File: src/rtl/axil_arb_pkg.sv
// Shared types and helpers for the AXI-Lite arbiters.
// Holds the arbiter FSM encoding and arbitration mode constants.
package axil_arb_pkg;

   typedef enum logic [1:0] {
      IDLE      = 2'd0,
      ADDR_DATA = 2'd1,
      RESP      = 2'd2
   } arb_state_e;

   localparam int ARB_FIXED = 0;
   localparam int ARB_RR    = 1;

   function automatic int idx_w(input int n);
      return (n > 1) ? $clog2(n) : 1;
   endfunction

endpackage

File: src/rtl/axil_arb_pick.sv
// Combinational winner picker: rotate by start pointer, then
// priority-encode the lowest set bit and map back to an index.
module axil_arb_pick
   import axil_arb_pkg::*;
#(
   parameter int N     = 2,
   parameter int IDX_W = idx_w(N)
) (
   input  logic [N-1:0]     req,
   input  logic [IDX_W-1:0] ptr,
   input  logic             rr_mode,
   output logic [N-1:0]     winner,
   output logic [IDX_W-1:0] idx,
   output logic             any
);

   localparam logic [IDX_W:0] NV = (IDX_W+1)'(N);

   logic [N-1:0]     rot;
   logic [IDX_W-1:0] start;
   logic [IDX_W-1:0] off;
   logic [IDX_W:0]   sum;

   always_comb begin
      start = rr_mode ? ptr : '0;
      // Doubling the vector makes the rotate a plain shift.
      rot   = N'({req, req} >> start);
      off   = '0;
      any   = 1'b0;
      for (int i = N - 1; i >= 0; i--) begin
         if (rot[i]) begin
            off = IDX_W'(i);
            any = 1'b1;
         end
      end
      sum = {1'b0, start} + {1'b0, off};
      if (sum >= NV) begin
         sum = sum - NV;
      end
      idx    = sum[IDX_W-1:0];
      winner = any ? (N'(1) << idx) : '0;
   end

endmodule

File: src/rtl/axil_arbiter_wr.sv
// AXI-Lite write-channel arbiter: holds one grant across the
// AW, W and B handshakes, then hands over with no idle cycle.
module axil_arbiter_wr
   import axil_arb_pkg::*;
#(
   parameter  int NUMBER_MASTER = 2,
   parameter  int ARB_MODE      = 1,
   localparam int IDX_W         = idx_w(NUMBER_MASTER)
) (
   input  logic                     aclk,
   input  logic                     aresetn,
   input  logic [NUMBER_MASTER-1:0] request_wr,
   output logic [NUMBER_MASTER-1:0] grant_wr,
   output logic [IDX_W-1:0]         grant_wr_idx,
   output logic                     grant_valid,
   input  logic                     mux_awvalid,
   input  logic                     mux_awready,
   input  logic                     mux_wvalid,
   input  logic                     mux_wready,
   input  logic                     mux_bvalid,
   input  logic                     mux_bready
);

   localparam logic [IDX_W:0] NV = (IDX_W+1)'(NUMBER_MASTER);
   localparam logic RR_EN = (ARB_MODE == ARB_RR);

   arb_state_e state_q;
   arb_state_e state_d;

   logic [NUMBER_MASTER-1:0] grant_d;
   logic [NUMBER_MASTER-1:0] pick_oh;
   logic [IDX_W-1:0]         idx_d;
   logic [IDX_W-1:0]         pick_idx;
   logic [IDX_W-1:0]         pick_ptr;
   logic [IDX_W-1:0]         rr_ptr;
   logic [IDX_W-1:0]         rr_d;
   logic [IDX_W-1:0]         rr_next;
   logic [IDX_W:0]           inc;
   logic                     pick_any;
   logic                     aw_done;
   logic                     w_done;
   logic                     aw_d;
   logic                     w_d;
   logic                     aw_hs;
   logic                     w_hs;
   logic                     b_hs;

   assign aw_hs = mux_awvalid & mux_awready;
   assign w_hs  = mux_wvalid & mux_wready;
   assign b_hs  = mux_bvalid & mux_bready;

   assign inc     = {1'b0, grant_wr_idx} + (IDX_W+1)'(1);
   assign rr_next = (inc >= NV) ? '0 : inc[IDX_W-1:0];

   // Hand-over arbitrates against the pointer it is about to load.
   assign pick_ptr = (state_q == RESP) ? rr_next : rr_ptr;

   assign grant_valid = |grant_wr;

   axil_arb_pick #(
      .N     (NUMBER_MASTER),
      .IDX_W (IDX_W)
   ) u_pick (
      .req     (request_wr),
      .ptr     (pick_ptr),
      .rr_mode (RR_EN),
      .winner  (pick_oh),
      .idx     (pick_idx),
      .any     (pick_any)
   );

   always_ff @(posedge aclk) begin
      if (!aresetn) begin
         state_q      <= IDLE;
         grant_wr     <= '0;
         grant_wr_idx <= '0;
         aw_done      <= 1'b0;
         w_done       <= 1'b0;
         rr_ptr       <= '0;
      end else begin
         state_q      <= state_d;
         grant_wr     <= grant_d;
         grant_wr_idx <= idx_d;
         aw_done      <= aw_d;
         w_done       <= w_d;
         rr_ptr       <= rr_d;
      end
   end

   always_comb begin
      state_d = state_q;
      grant_d = grant_wr;
      idx_d   = grant_wr_idx;
      aw_d    = aw_done;
      w_d     = w_done;
      rr_d    = rr_ptr;
      unique case (state_q)
         IDLE: begin
            if (pick_any) begin
               grant_d = pick_oh;
               idx_d   = pick_idx;
               state_d = ADDR_DATA;
            end
         end
         ADDR_DATA: begin
            aw_d = aw_done | aw_hs;
            w_d  = w_done | w_hs;
            if (aw_d && w_d) begin
               aw_d    = 1'b0;
               w_d     = 1'b0;
               state_d = RESP;
            end
         end
         RESP: begin
            if (b_hs) begin
               rr_d = rr_next;
               if (pick_any) begin
                  grant_d = pick_oh;
                  idx_d   = pick_idx;
                  state_d = ADDR_DATA;
               end else begin
                  grant_d = '0;
                  idx_d   = '0;
                  state_d = IDLE;
               end
            end
         end
         default: begin
            state_d = IDLE;
            grant_d = '0;
            idx_d   = '0;
         end
      endcase
   end

endmodule

File: config.mk
export PLATFORM = sky130hd
export DESIGN_NAME = axil_arbiter_wr
export DESIGN_NICKNAME = d
export VERILOG_FILES = /design/src/rtl/axil_arb_pkg.sv /design/src/rtl/axil_arb_pick.sv /design/src/rtl/axil_arbiter_wr.sv
export SDC_FILE = /design/constraint.sdc
export NUM_CORES = 1
export LEC_CHECK = 0
export ABC_AREA = 0
export CORE_AREA = 2 2 39 41
export CTS_CLUSTER_DIAMETER = 40
export DETAILED_ROUTE_END_ITERATION = 8
export DIE_AREA = 0 0 41 43
export GPL_ROUTABILITY_DRIVEN = 0
export PLACE_DENSITY = 0.67
export SYNTH_ARGS = -nofsm -noshare
export SYNTH_HDL_FRONTEND = slang
export SYNTH_SLANG_ARGS = --single-unit
File: constraint.sdc
create_clock -name aclk -period 2.2 [get_ports aclk]
set_input_delay 0.44 -clock aclk [delete_from_list [all_inputs] [get_ports aclk]]
set_output_delay 0.44 -clock aclk [all_outputs]
set_load 0.05 [all_outputs]
==> run_1/layers.png <==
(8 px per µm)
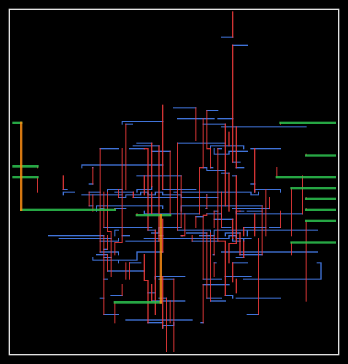
M1: drawn in blue, wire length 378 µm. M4: drawn in orange, wire length 21.8 µm. M2: drawn in red, wire length 415 µm. M3: drawn in green, wire length 67.7 µm.
GRT Resource Usage Total: 12.5%
final wirelength: 882 µm
vias after detailed routing: 401

==> run_1/closeup.png <==
Window x 21 to 41, y 1 to 21 µm. Cells in gray, sequential cells in the stronger gray; small squares are vias.
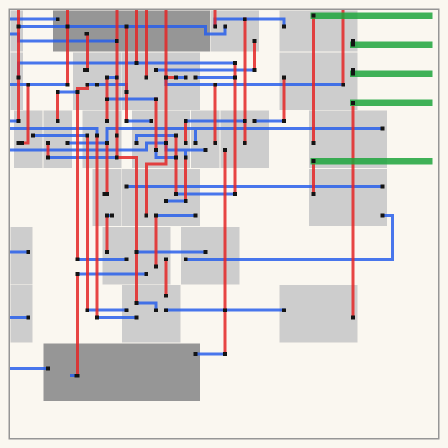
M1: drawn in blue. M3: drawn in green. M2: drawn in red.
Sequential cells in the window: 2. 21 logic cells have their middle in the window. Most frequent: clkdlybuf4s50_1 (5), inv_1 (2), dfxtp_1 (2). Netlist names of flops here include grant_wr (2).

==> commit_impl_results.txt, run 1 <==
Refresh implementation metrics

- For this run, the top clock speed supported by timing is 494 MHz.
- Data arrival time of the critical path: 1.59 ns
* Num ports: 14
- After layout, the worst path uses 92.1% of the clock period.
- Status: completed
- CTS tree: yes
- Via count of the first global-routing pass: 375
- In the final timing run, aggregate negative setup slack is 0 ns.
- For this block, the initial DRC count from the detailed router was 4.
- After synthesis, the netlist uses 25 different library cells.
* Growth of design area from synthesis to finish: 45.8%
* Number of detailed-routing iterations run before antenna repair: 4
* Final tally of max-slew violations: 0
- Hold Buf Count CTS: 0
- Primary flip-flop cell chosen by synthesis mapping: dfxtp_1
- The die is 41 µm wide.
- Setup repair after global routing left no endpoint under its margin.
* Yosys warnings: 0
- Chip area: 1760 µm²
- Cells after Synth: 44
- The synthesis stat section lists a flop and latch total of 7.
- Nature of the critical path endpoint: output port
- Number of nets in the synthesized netlist: 54
* Required arrival time at the worst endpoint: 1.76 ns
* Number of cell instances after yosys synthesis: 44
- Cts bufs inserted: 3
- Top cell types by occurrence after synthesis: dfxtp_1 (7), nand2_1 (4), a21oi_1 (3)
* Global-route wire length before repair: 1430 µm
- Note that the worst hold path type here is flip-flop to flip-flop.
- Headroom to the max-slew limit came out at 66.8%.
* Final Non-Filler Cells: 77
* Slew of the pin with the lowest slew margin: 0.497 ns
* Top cell type by instance count after synthesis: dfxtp_1
- The core region is 1380 µm².
- Remaining antenna violation count after routing: 0
- Netlist Area Pre-Place: 385 µm²
* Die height: 43 µm
* Cell resize tally after clock tree synthesis: 0
- Once detailed placement completed, the half-perimeter wirelength came to 640 µm.
- The area recorded from the Yosys report for this design is 385 µm².
- 0 antenna diodes ended up in the layout.
- The clock tree has to reach 7 sinks.
- Number of buffers added for setup after CTS: 0
- Top area cells in the synthesized netlist: dfxtp_1 (36%), o211a_1 (5.2%), a21oi_1 (3.9%)
- The tightest hold path in the finished design has a slack of 0.473 ns.
- Setup-failing EPs final: 0
- In the CTS report, the clock slew at the register clock pins of the worst setup and hold paths is listed as 0.05 ns.
* Kind of launch point of the worst setup path: flip-flop
* Maximum number of pins on one net before global-route repair: 10
- Count of endpoints failing hold in the final timing report: 0
* Ys async rst share: 0%
- Count of tool warnings: 26
- Layout cell share with drive strength beyond 1: 11.5%
- Initial Utilization: 27.8%
- Number of cells in the design after placement: 73
* Path type of the worst setup path: flip-flop to output port
- The total overflow left after global routing is 0.
- Largest buffer count on any clock path: 2
- The final layout contains 72 nets.
* Count of library flops with an enable pin: 0
- Summed over all cells, the static leakage comes to 0.000224 µW.
- Detailed-route vias per instance: 5.21
* Count of H-tree levels built during CTS: 1
- Initial antenna violation count: 0
- TritonRoute output was used to compute an average wire per cell of 11.5 µm.
- CP max FO: 6
- Across the run, the number of max-cap violations was 0.
- Share of the yosys chip area belonging to registers: 36.4%
- Root buf cell: clkbuf_4
- Fraction of post-synthesis cell area in the top cell type by area: 36.4%
* Synth area leader: dfxtp_1
* Detailed-route DRC error count: 0
* Row cnt: 14
- Tmin final: 2.03 ns
- Per the placement log, port buffering inserted 13 buffers.
* Final core utilization: 40.6%
- Average footprint of a synthesized cell: 8.76 µm²
- The analysis reports a worst IR drop on VDD of 0.317 mV.
- Power density cells: 666 nW/µm²
==> run_1/clock_wires.png <==
(6 px per µm)
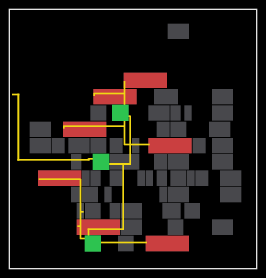
clock-net drivers: drawn in green, count 3. flip-flops: drawn in red, count 7. clock wires: drawn in yellow, length 117 µm.
There are 4 routed clock nets.
Worst Clk Skew: 0.000684 ns
Late-Pin Clk Latency: 0.25 ns
clock network power share: 31.5%

==> run 1: where the power goes <==
group	leakage (µW)	switching [µW]	internal, µW	total [µW]
registers	0.0000574	11.7	136	148
logic	0.000151	57.6	50.8	108
clock network	0.0000150	48.7	69.3	118
total	0.000224	118	256	374
==> run 1: worst paths after layout <==
| kind | slack, ns | depth (start not counted) | from | end |
|---|---|---|---|---|
| max | 0.17 | 2 | grant_wr[1]$_SDFFE_PN0P_ | grant_valid |
| max reg2reg | 0.91 | 3 | state_q[0]$_SDFFE_PN0P_ | aw_done$_SDFFE_PN0P_ |
| min | 0.47 | 2 | aw_done$_SDFFE_PN0P_ | aw_done$_SDFFE_PN0P_ |
| min reg2reg | 0.47 | 2 | aw_done$_SDFFE_PN0P_ | aw_done$_SDFFE_PN0P_ |
==> run 1: layout make-up <==
| type | count | area (µm²) |
|---|---|---|
| fill | 153 | 822 |
| multi-input combinational | 34 | 230 |
| sequential | 7 | 140 |
| timing repair buffer | 14 | 138 |
| clock buffer | 4 | 26.3 |
| tap | 16 | 20.0 |
| inverter | 2 | 7.51 |
==> run 1: cell usage in the layout (no fill, tap or decap) <==
cell type        Yosys  routed
clkbuf_4             0       3
or4_1                1       1
nand2_1              4       4
or2_2                1       1
and2_0               1       1
nand2b_1             2       2
a311o_1              1       1
buf_4                1       1
o211ai_1             2       2
o21ai_0              2       2
a21o_1               1       1
clkdlybuf4s50_1      0      13
dfxtp_1              7       7
nand2b_4             1       1
a21boi_0             1       1
a2bb2oi_1            1       1
a21boi_1             2       2
a21oi_1              3       3
clkbuf_1             0       1
nor3_1               1       1
and4b_2              1       1
o31ai_1              1       1
inv_1                2       2
o211a_1              2       2
or4b_1               1       1
o22ai_1              2       2
nor2_1               2       2
nor2b_1              1       1
==> run 1: metal layers <==
metal  GRT usage, %  routed length (µm)
met5              0                   0
met2           18.8                 415
met4           10.0                  21
met3           4.71                  67
met1           13.1                 378
==> run 1: metrics by stage <==
step	worst slack (ns)	area, µm²	total power (µW)
4_1_cts	0.166	562	378
3_3_place_gp	0.452	536	258
6_report	0.174	562	374
5_1_grt	0.135	562	395
2_1_floorplan	0.728	385	215
3_5_place_dp	0.441	536	258
==> run 1: logic make-up after synthesis <==
| family | count (synthesis) | synth area share, % |
|---|---|---|
| AOI/OAI and AO/OA | 18 | 33.4 |
| DFF | 7 | 36.4 |
| buffers and inverters | 3 | 3.90 |
| and+or+nand+nor | 16 | 26.3 |
==> run 1: flip-flops by register name (all words and copies together), names as in the netlist <==
register	count
aw_done	1
grant_wr	2
rr_ptr	1
state_q	2
w_done	1
==> run 1: critical path, stage by stage (launching register included) <==
cell	delay, ns
dfxtp_1	0.34
or2_2	0.30
clkdlybuf4s50_1	0.70
==> run 1 -> run 2 <==
--- a/config.mk
+++ b/config.mk
@@ -7,11 +7,11 @@
 export LEC_CHECK = 0
 export ABC_AREA = 0
 export CORE_AREA = 2 2 39 41
-export CTS_CLUSTER_DIAMETER = 40
 export DETAILED_ROUTE_END_ITERATION = 8
 export DIE_AREA = 0 0 41 43
 export GPL_ROUTABILITY_DRIVEN = 0
 export PLACE_DENSITY = 0.67
+export SETUP_SLACK_MARGIN = 0.05
 export SYNTH_ARGS = -nofsm -noshare
 export SYNTH_HDL_FRONTEND = slang
 export SYNTH_SLANG_ARGS = --single-unit
==> run 2 against run 1 <==
  * Utilization did not move
  * Non-clock buffer count did not move
  * Flip-flop count did not move
  * Worst hold slack did not move
  * Power did not move
  * Final area did not move
  * Cell count did not move
  * Sequential share of layout area did not move
  * Maximum frequency did not move
  * Critical path type unchanged
  * Critical endpoint unchanged
  * Largest cell class unchanged
  * Largest power group unchanged
  * Highest routed layer unchanged
==> commit_impl_results.txt, run 2 <==
Refresh implementation metrics

- The run finished with clean final reports.
- In this run the mean area of a mapped cell was 8.76 µm².
- Count of library flops with an enable pin: 0
* Launching point of the worst reg2reg path: state_q[0]$_SDFFE_PN0P_
- RSZ-0062 raised after global routing: false
- Of the total power, the clock network draws 31.5%.
- The critical path endpoint has a required time of 1.76 ns.
- Post-route clock period utilization: 92.1%
- The number of antenna violations at the first check in global routing came to 0.
* Cell resize tally after clock tree synthesis: 0
- Highest clock rate: 494 MHz
- Amount of wire on met2 after detailed routing: 415 µm
- Fraction of post-synthesis cell area in the top cell type by area: 36.4%
- The violation tally recorded at the end of detailed-routing iteration 0 is 4.
* Number of detailed-routing iterations run before antenna repair: 4
* Vias after detailed routing: 401
* Startpoint of the tightest hold check path: aw_done$_SDFFE_PN0P_
- Per the summary, power density relative to cell area is 666 nW/µm².
- STA lists the maximum fanout along the critical path as 6.
* Global-route wire length before repair: 1430 µm
- The later pin in the worst-skew pair is clocked with a latency of 0.25 ns.
- Kind of launch point of the worst setup path: flip-flop
- Setup total negative slack on the finished layout was measured at 0 ns.
- # diodes: 0
- For this run, the final setup violation count is recorded as 0.
- The most frequently used library cell after synthesis is dfxtp_1.
* Overall die width: 41 µm
- Worst Clk Skew: 0.000684 ns
* Peak supply drop: 0.317 mV
* Count of endpoints failing hold in the final timing report: 0
- Layout cell share with drive strength beyond 1: 11.5%
* Total core area: 1380 µm²
- The report gives the cell count of the worst hold path as 2.
* HPWL Detailed: 640 µm
- Looking at the power breakdown, combinational cells take 29.0% of the total.
- Largest registers: grant_wr: 2 flops, state_q: 2 flops
- TritonRoute reported its final design rule violation total as 0.
- Crit path from: grant_wr[1]$_SDFFE_PN0P_
- The transition time recorded at the tightest slew-check pin is 0.497 ns.
* Hold Buf Count CTS: 0
* Hold Crit Endpoint: aw_done$_SDFFE_PN0P_
- Synthesis area per yosys: 385 µm²
* Chip area: 1760 µm²
* Number of buffers inserted by port buffering: 13
- Registers are responsible for 39.5% of the overall power.
* Number of violations of the max-capacitance limit: 0
- STA classifies the critical path endpoint as an output port.
- Checking hold timing, the worst path is listed with class flip-flop to flip-flop.
- TritonCTS built the clock tree.
- Commonest non-fill, non-tap cells in the layout: clkdlybuf4s50_1 (13), dfxtp_1 (7), nand2_1 (4), a21oi_1 (3), clkbuf_4 (3)
- Detailed-route vias per instance: 5.21
* R2r setup slk: 0.91 ns
* Routed metal-1 wire length: 378 µm
* Netlist Area Pre-Place: 385 µm²
- Cells after Synth: 44
* Growth of design area from synthesis to finish: 45.8%
- Row cnt: 14
- Counting the buffers created by CTS gives 3.
* Count of H-tree levels built during CTS: 1
- Top area cells in the synthesized netlist: dfxtp_1 (36%), o211a_1 (5.2%), a21oi_1 (3.9%)
- R2r worst-path depth: 3
* Yosys warnings: 0
* Via count of the first global-routing pass: 375
- In the Yosys report, the sequential cells make up 36.4% of the chip area.
- Count of different cell masters after synthesis: 25
* Detailed-route wire length per cell: 11.5 µm
* Number of nets in the synthesized netlist: 54
- Max_slew headroom: 66.8%
- Num ports: 14
## run 2: kinds of logic (layout without fill, tap and decap cells)
family,after synthesis,count (layout),share of synthesized area (%)
AOI/OAI and AO/OA,18,18,33.4
buffers and inverters,3,20,3.90
and+or+nand+nor,16,16,26.3
DFF,7,7,36.4
## run 2: layout make-up
| class | count | area (µm²) |
|---|---|---|
| clock buffer | 4 | 26.3 |
| sequential | 7 | 140 |
| fill | 153 | 822 |
| inverter | 2 | 7.51 |
| multi-input combinational | 34 | 230 |
| tap | 16 | 20.0 |
| timing repair buffer | 14 | 138 |
## run 2: power by group through the flow
stage                     Clock, µW  Sequential [µW]  Combinational, µW
after floorplan                   0              162               53.5
after global placement            0              150                108
after detailed placement          0              150                108
after CTS                       122              147                109
after global routing            130              149                116
final                           118              148                108
## run 2: worst max-delay path by stage
stage	slack, ns	to
after global routing	0.13	grant_valid
after floorplan	0.73	grant_valid
after global placement	0.45	grant_valid
final	0.17	grant_valid
after CTS	0.17	grant_valid
after detailed placement	0.44	grant_valid
## run 2: per-layer routing
layer | vias up | global-route usage [%]
met5 | - | 0
met4 | 0 | 10.0
met3 | 4 | 4.71
met2 | 14 | 18.8
met1 | 183 | 13.1
li1 | 200 | -
## run 2: worst max-delay path, stage by stage (launching register included)
cell and delay, ns:
dfxtp_1 0.34, or2_2 0.30, clkdlybuf4s50_1 0.70
## run 2: through the flow
stage	hold WS (ns)	power (µW)	cell area, µm²	cells
floorplan	0.448	215	385	44
global placement	0.458	258	536	73
detailed placement	0.470	258	536	73
CTS	0.477	378	562	77
global route	0.502	395	562	77
finish	0.473	374	562	77
==> run_2/gates.png <==
(8 px per µm)
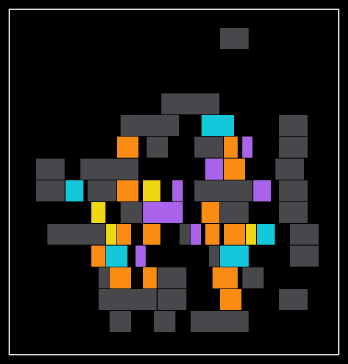
aoi and oai cells: drawn in orange, cells 14, most used a21oi_1. nand cells: drawn in purple, cells 7, most used nand2_1, where center. nor cells: drawn in yellow, cells 4, most used nor2_1. and/or cells: drawn in cyan, cells 5.
multi-input gate share of total cell area: 41.0%
Final Non-Filler Cells: 77
most used logic cell in the final layout: clkdlybuf4s50_1

==> run_2/closeup.png <==
Window x 21 to 41, y 1 to 21 µm. Cells in gray, sequential cells in the stronger gray; small squares are vias.
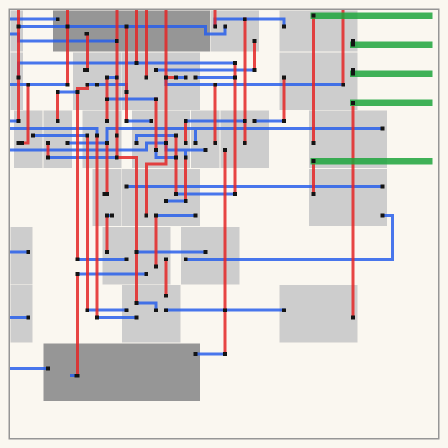
M1: drawn in blue. M2: drawn in red. M3: drawn in green.
Netlist names of flops here include grant_wr (2). 21 logic cells have their middle in the window. Most frequent: clkdlybuf4s50_1 (5), inv_1 (2), dfxtp_1 (2). Sequential cells in the window: 2.

==> run_2/clock_wires.png <==
(6 px per µm)
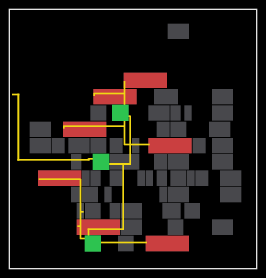
flip-flops: drawn in red, count 7. clock-net drivers: drawn in green, count 3. clock wires: drawn in yellow, length 117 µm.
There are 4 routed clock nets.
clk pwr: 118 µW

Power is estimated from default activity; no workload was simulated.
